==> images/m1.png <==
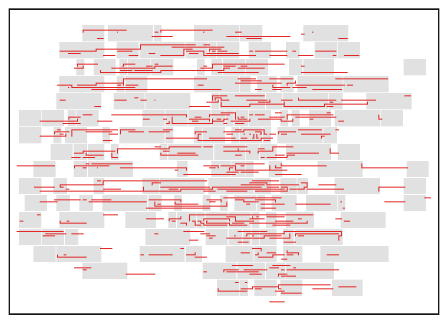
==> images/m2.png <==
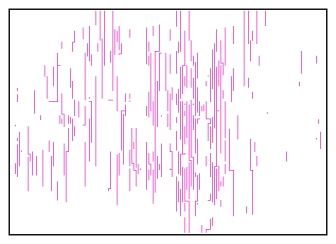
==> images/m3.png <==
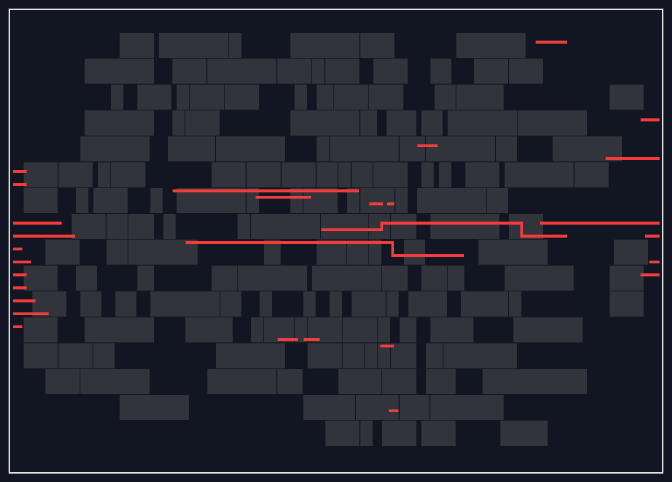
==> images/congestion_map.png <==
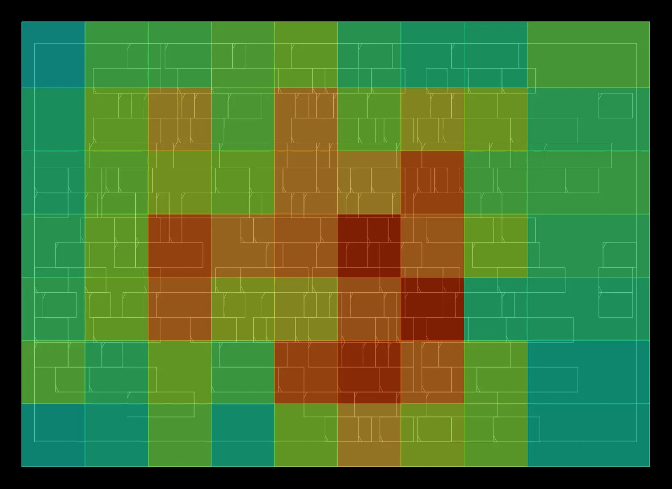
### config.mk
export PLATFORM = sky130hd
export DESIGN_NAME = cpld_ramexp_ctrl_flat
export DESIGN_NICKNAME = d
export VERILOG_FILES = /design/src/rtl/cpld_ramexp_ctrl_if.sv /design/src/rtl/cpld_ramexp_ctrl.sv /design/src/flat_wrapper.sv
export SDC_FILE = /design/constraint.sdc
export NUM_CORES = 1
export LEC_CHECK = 0
export CORE_ASPECT_RATIO = 0.7
export CORE_MARGIN = 1
export CORE_UTILIZATION = 40
export CTS_BUF_LIST = sky130_fd_sc_hd__clkbuf_8
export DETAILED_ROUTE_END_ITERATION = 8
export PLACE_DENSITY = 0.79
export SLEW_MARGIN = 10
export SYNTH_ARGS = -nofsm -noshare
export SYNTH_HDL_FRONTEND = slang
export SYNTH_SLANG_ARGS = --single-unit
### constraint.sdc
create_clock -name clk -period 1.7 [get_ports clk]
set_input_delay 0.255 -clock clk [delete_from_list [all_inputs] [get_ports clk]]
set_output_delay 0.255 -clock clk [all_outputs]
set_load 0.01 [all_outputs]
### src/rtl/cpld_ramexp_ctrl_if.sv
// Z80 expansion-connector signals seen by the RAM expansion CPLD, plus the RAM-side controls.
// The master is the host/connector side; the slave is the controller.
interface cpld_ramexp_ctrl_if #(
   parameter int BANK_BITS = 3
);
   logic [7:0]           adr_hi;
   logic [7:0]           data;
   logic                 iorq_b;
   logic                 mreq_b;
   logic                 rfsh_b;
   logic                 rd_b;
   logic                 wr_b;
   logic                 ready;
   logic                 mode464;
   logic                 ramcs_b;
   logic                 ramoe_b;
   logic                 ramwe_b;
   logic [BANK_BITS+1:0] ramadrhi;
   logic                 ramdis;
   logic                 adr15_oe;
   logic                 rdb_oe;
   logic [1:0]           dbg_state;

   modport master (
      output adr_hi, data, iorq_b, mreq_b, rfsh_b, rd_b, wr_b, ready, mode464,
      input  ramcs_b, ramoe_b, ramwe_b, ramadrhi, ramdis, adr15_oe, rdb_oe, dbg_state
   );

   modport slave (
      input  adr_hi, data, iorq_b, mreq_b, rfsh_b, rd_b, wr_b, ready, mode464,
      output ramcs_b, ramoe_b, ramwe_b, ramadrhi, ramdis, adr15_oe, rdb_oe, dbg_state
   );
endinterface

### src/rtl/cpld_ramexp_ctrl.sv
// Z80 RAM expansion controller: decodes bank-select OUTs, maps 16K blocks of each memory
// cycle onto banked expansion RAM, and drives the A15/RD* overdrive for 464-type hosts.
module cpld_ramexp_ctrl #(
   parameter int BANK_BITS = 3,
   parameter int NUM_BANKS = 8,
   parameter int OVERDRIVE = 1
) (
   input logic               clk,
   input logic               reset,
   cpld_ramexp_ctrl_if.slave bus
);
   typedef enum logic [1:0] {
      IDLE   = 2'd0,
      ACTIVE = 2'd1,
      WAIT   = 2'd2,
      HOLD   = 2'd3
   } state_t;

   state_t               state;
   logic                 iorq_q, mreq_q, mreq_qq, wr_q, rd_q;
   logic                 io_done_q;
   logic [BANK_BITS-1:0] bank_q, map_bank_q, new_bank;
   logic [2:0]           mode_q;
   logic                 a15_q, a14_q, wr_cyc_q, map_q, pend_q;
   logic [1:0]           block_q;
   logic                 ramcs_b_q, ramdis_q, adr15_oe_q, rdb_oe_q;
   logic [BANK_BITS+1:0] ramadrhi_q;

   logic                 bank_wr, mreq_fall, start, bank_ok, hit, in_cyc, mapped, cs_on, od_en;
   logic [1:0]           blk;

   // Low three bank bits come from the data bus; wider banks extend upward with inverted A10..A8.
   if (BANK_BITS > 3) begin : g_wide_bank
      assign new_bank = {~bus.adr_hi[BANK_BITS-4:0], bus.data[5:3]};
   end else begin : g_narrow_bank
      assign new_bank = bus.data[5:3];
   end

   assign bank_ok   = {{(32-BANK_BITS){1'b0}}, bank_q} < 32'(NUM_BANKS);
   assign bank_wr   = !iorq_q && !wr_q && !bus.adr_hi[7] && (bus.data[7:6] == 2'b11) && !io_done_q;
   assign mreq_fall = mreq_qq && !mreq_q;
   assign start     = (mreq_fall || (pend_q && !mreq_q)) && bus.rfsh_b && iorq_q;
   assign in_cyc    = (state != IDLE);
   assign mapped    = map_q && in_cyc;
   assign cs_on     = mapped && (!mreq_q || state == HOLD);
   assign od_en     = (OVERDRIVE != 0) && bus.mode464;

   always_comb begin
      hit = 1'b0;
      blk = 2'b00;
      if (mode_q[2]) begin
         hit = (bus.adr_hi[7:6] == 2'b01);
         blk = mode_q[1:0];
      end else begin
         case (mode_q[1:0])
            2'b01, 2'b11: begin
               hit = (bus.adr_hi[7:6] == 2'b11);
               blk = 2'b11;
            end
            2'b10: begin
               hit = 1'b1;
               blk = bus.adr_hi[7:6];
            end
            default: hit = 1'b0;
         endcase
      end
      if (!bank_ok) hit = 1'b0;
   end

   always_ff @(posedge clk) begin
      if (reset) begin
         state      <= IDLE;
         iorq_q     <= 1'b1;
         mreq_q     <= 1'b1;
         mreq_qq    <= 1'b1;
         wr_q       <= 1'b1;
         rd_q       <= 1'b1;
         io_done_q  <= 1'b0;
         bank_q     <= '0;
         mode_q     <= 3'b000;
         map_bank_q <= '0;
         a15_q      <= 1'b0;
         a14_q      <= 1'b0;
         wr_cyc_q   <= 1'b0;
         map_q      <= 1'b0;
         pend_q     <= 1'b0;
         block_q    <= 2'b00;
         ramcs_b_q  <= 1'b1;
         ramdis_q   <= 1'b0;
         adr15_oe_q <= 1'b0;
         rdb_oe_q   <= 1'b0;
         ramadrhi_q <= '0;
      end else begin
         iorq_q    <= bus.iorq_b;
         mreq_q    <= bus.mreq_b;
         mreq_qq   <= mreq_q;
         wr_q      <= bus.wr_b;
         rd_q      <= bus.rd_b;
         io_done_q <= iorq_q ? 1'b0 : (io_done_q || bank_wr);
         if (bank_wr) begin
            bank_q <= new_bank;
            mode_q <= bus.data[2:0];
         end

         ramcs_b_q  <= !cs_on;
         ramdis_q   <= cs_on;
         ramadrhi_q <= mapped ? {map_bank_q, block_q} : '0;
         adr15_oe_q <= od_en && (mode_q == 3'b011) && !a15_q && a14_q && in_cyc;
         rdb_oe_q   <= od_en && mapped && (!mreq_q || (wr_cyc_q && state == HOLD));

         case (state)
            IDLE: begin
               pend_q <= 1'b0;
               if (start) begin
                  a15_q      <= bus.adr_hi[7];
                  a14_q      <= bus.adr_hi[6];
                  wr_cyc_q   <= rd_q;
                  map_q      <= hit;
                  block_q    <= blk;
                  map_bank_q <= bank_q;
                  state      <= bus.ready ? ACTIVE : WAIT;
               end
            end
            WAIT:    if (bus.ready) state <= ACTIVE;
            ACTIVE:  if (mreq_q) state <= HOLD;
            // A new MREQ edge seen here is remembered and re-qualified in IDLE.
            HOLD: begin
               pend_q <= mreq_fall;
               state  <= IDLE;
            end
            default: state <= IDLE;
         endcase
      end
   end

   assign bus.ramcs_b   = ramcs_b_q;
   assign bus.ramdis    = ramdis_q;
   assign bus.ramadrhi  = ramadrhi_q;
   assign bus.adr15_oe  = adr15_oe_q;
   assign bus.rdb_oe    = rdb_oe_q;
   assign bus.ramoe_b   = bus.rd_b;
   assign bus.ramwe_b   = bus.wr_b;
   assign bus.dbg_state = state;
endmodule

### src/flat_wrapper.sv
// flat-port wrapper written by rule: the top's interface ports become plain ports
module cpld_ramexp_ctrl_flat 
#(
   parameter int BANK_BITS = 3,
   parameter int NUM_BANKS = 8,
   parameter int OVERDRIVE = 1
)
  (clk, reset, bus_adr_hi, bus_data, bus_iorq_b, bus_mreq_b, bus_rfsh_b, bus_rd_b, bus_wr_b, bus_ready, bus_mode464, bus_ramcs_b, bus_ramoe_b, bus_ramwe_b, bus_ramadrhi, bus_ramdis, bus_adr15_oe, bus_rdb_oe, bus_dbg_state);
  cpld_ramexp_ctrl_if #(.BANK_BITS(BANK_BITS)) bus_i ();
  input logic clk;
  input logic reset;
  input wire logic [$bits(bus_i.adr_hi)-1:0] bus_adr_hi;
  input wire logic [$bits(bus_i.data)-1:0] bus_data;
  input wire logic [$bits(bus_i.iorq_b)-1:0] bus_iorq_b;
  input wire logic [$bits(bus_i.mreq_b)-1:0] bus_mreq_b;
  input wire logic [$bits(bus_i.rfsh_b)-1:0] bus_rfsh_b;
  input wire logic [$bits(bus_i.rd_b)-1:0] bus_rd_b;
  input wire logic [$bits(bus_i.wr_b)-1:0] bus_wr_b;
  input wire logic [$bits(bus_i.ready)-1:0] bus_ready;
  input wire logic [$bits(bus_i.mode464)-1:0] bus_mode464;
  output wire logic [$bits(bus_i.ramcs_b)-1:0] bus_ramcs_b;
  output wire logic [$bits(bus_i.ramoe_b)-1:0] bus_ramoe_b;
  output wire logic [$bits(bus_i.ramwe_b)-1:0] bus_ramwe_b;
  output wire logic [$bits(bus_i.ramadrhi)-1:0] bus_ramadrhi;
  output wire logic [$bits(bus_i.ramdis)-1:0] bus_ramdis;
  output wire logic [$bits(bus_i.adr15_oe)-1:0] bus_adr15_oe;
  output wire logic [$bits(bus_i.rdb_oe)-1:0] bus_rdb_oe;
  output wire logic [$bits(bus_i.dbg_state)-1:0] bus_dbg_state;
  assign bus_i.adr_hi = bus_adr_hi;
  assign bus_i.data = bus_data;
  assign bus_i.iorq_b = bus_iorq_b;
  assign bus_i.mreq_b = bus_mreq_b;
  assign bus_i.rfsh_b = bus_rfsh_b;
  assign bus_i.rd_b = bus_rd_b;
  assign bus_i.wr_b = bus_wr_b;
  assign bus_i.ready = bus_ready;
  assign bus_i.mode464 = bus_mode464;
  assign bus_ramcs_b = bus_i.ramcs_b;
  assign bus_ramoe_b = bus_i.ramoe_b;
  assign bus_ramwe_b = bus_i.ramwe_b;
  assign bus_ramadrhi = bus_i.ramadrhi;
  assign bus_ramdis = bus_i.ramdis;
  assign bus_adr15_oe = bus_i.adr15_oe;
  assign bus_rdb_oe = bus_i.rdb_oe;
  assign bus_dbg_state = bus_i.dbg_state;
  cpld_ramexp_ctrl #(.BANK_BITS(BANK_BITS), .NUM_BANKS(NUM_BANKS), .OVERDRIVE(OVERDRIVE)) u_core (.clk(clk), .reset(reset), .bus(bus_i));
endmodule
==> job_summary.md <==
## Synthesis and layout report

| Metric | Value |
|---|---|
| Status | finished, final reports clean |
| Ao+oa area frac | 0.0827 |
| Setup Crit Path Kind | reg -> reg |
| TNS Setup | 0 ns |
| Most numerous logic cells after layout | clkdlybuf4s50_1, dfxtp_1, nor2_1, mux2i_1, inv_1 |
| Clock Power | 738 uW |
| Yosys warns | 0 |
| Fa+ha+maj area frac | 0.0403 |
| Top Consumer | registers |
| Power Density | approximately 1100 nW/um^2 |
| # Max-Cap Violations | 0 |
| Worst EP required | 1.88 ns |
| Netlist cell types | 26 |
| Fin nets | between 150 and 200 |
| Asr flop ratio synth | 0 |
| Critical Path End Type | register |
| Final Cycle Share | 0.950 |
| Synth Instances | 123 |
| Post-synth EDFFs | 0 |
| DRC | 0 |
| Critical Path Slowest Stage Cell | a222oi_1 |
| Depth of the CTS H-tree | 2 |
| Crit path arrival time | 1.80 ns |
| Count of input and output buffers | 31 |
| Mux share of post-synthesis cell area | 0.121 |
| CP cell instances | inv_1 > ha_1 > a222oi_1 > buf_4 > a21oi_1 > a311oi_1 |
| Area leader, netlist | dfxtp_1 |
| Clock-pin slew on the worst setup and hold paths | about 0.07 ns |
| Simple share | 0.175 |
| Core Rows | 16 |
| Initial antenna violation count | 0 |
| Yosys chip area | between 1000 and 1500 um^2 |
| Design Power | 1940 uW |
| WHS | between 0.4 and 0.5 ns |
| Register area share after synthesis | 0.532 |
| Minimum clock period | 1.62 ns |
| Hpwl dp | between 1500 and 2000 um |
| Worst VDD drop | about 0.54 mV |
| Iteration-0 DRC Markers | 31 |
| Final Hold Viols | 0 |
| Lkg Pwr | 0.000729 uW |
| Slew of the pin with the lowest slew margin | 0.371 ns |
| Mean Syn Cell Area | 10.1 um^2 |
| Post_cts resized | 0 |
| Top cells by count, synth | dfxtp_1, nor2_1, mux2i_1 |
| Max clock buf depth | 2 |
| Clk sink count | 33 |
| Most common cell in the netlist | dfxtp_1 |
| Mapped Nets | 152 |
| Post-Place Setup Slack | -0.0669 ns |
## Picture notes: m1.png
- wire length on this layer: 1200 um
- longest straight run: 22.5 um
- main direction: horizontal
- share of all routed wire: 47%

## Picture notes: m2.png
- nets with wire on the layer: 152
- longest straight run: 30.6 um

## Picture notes: m3.png
- longest straight run: 21.6 um
- main direction: horizontal
- nets with wire on the layer: 26
- share of all routed wire: 5.5%

## Picture notes: congestion_map.png
fin util: 0.605
met1 usage: 0.219
GRT Total Usage: 0.180

[worst paths after layout]
| check | endpoint | slack, ns | start | cells after the start |
|---|---|---|---|---|
| worst max-delay path | u_core.bus.dbg_state[1]$_SDFFE_PP0P_ | 0.08 | u_core.bus.dbg_state[0]$_SDFFE_PP0P_ | 6 |
| worst max register to register | u_core.bus.dbg_state[1]$_SDFFE_PP0P_ | 0.08 | u_core.bus.dbg_state[0]$_SDFFE_PP0P_ | 6 |
| worst min register to register | u_core.bus.ramadrhi[1]$_SDFF_PP0_ | 0.46 | u_core.block_q[1]$_SDFFE_PP0P_ | 1 |
| worst min-delay path | u_core.bus.ramadrhi[1]$_SDFF_PP0_ | 0.46 | u_core.block_q[1]$_SDFFE_PP0P_ | 1 |
[worst max-delay path: cells and delay by family, from the launching register on]
kind	cells	cell delay [ns]
compound gates	3	0.67
fa+ha+maj	1	0.21
buf+inv	2	0.27
flops	1	0.37
[metal layers]
metal	GRT usage	wire [um]	vias to the layer above
met1	0.219	1200	449
met5	0	0	-
li1	-	-	491
met3	0.0708	141	6
met4	0.0972	57	0
met2	0.268	1170	36
[cells by family (layout without fill, tap and decap cells)]
group           count (synthesis)  count (layout)
compound gates                 15              15
fa+ha+maj                       4               4
buf+inv                        13              52
flops                          33              33
mux                            15              15
simple gates                   43              43
[layout make-up]
type | count | share of cell area
Multi-Input combinational cell | 77 | 0.302
Clock buffer | 6 | 0.0477
Timing Repair Buffer | 37 | 0.207
Clock inverter | 2 | 0.0195
Inverter | 7 | 0.0152
Sequential cell | 33 | 0.383
Tap cell | 36 | 0.0260
[state kept, by name (all words and copies together) (netlist names), 2 cells and up]
signal                cells
u_core.bus.ramadrhi       5
u_core.bank_q             3
u_core.block_q            2
u_core.bus.dbg_state      2
u_core.mode_q             3
u_core.map_bank_q         3
Power is estimated from default activity; no workload was simulated.
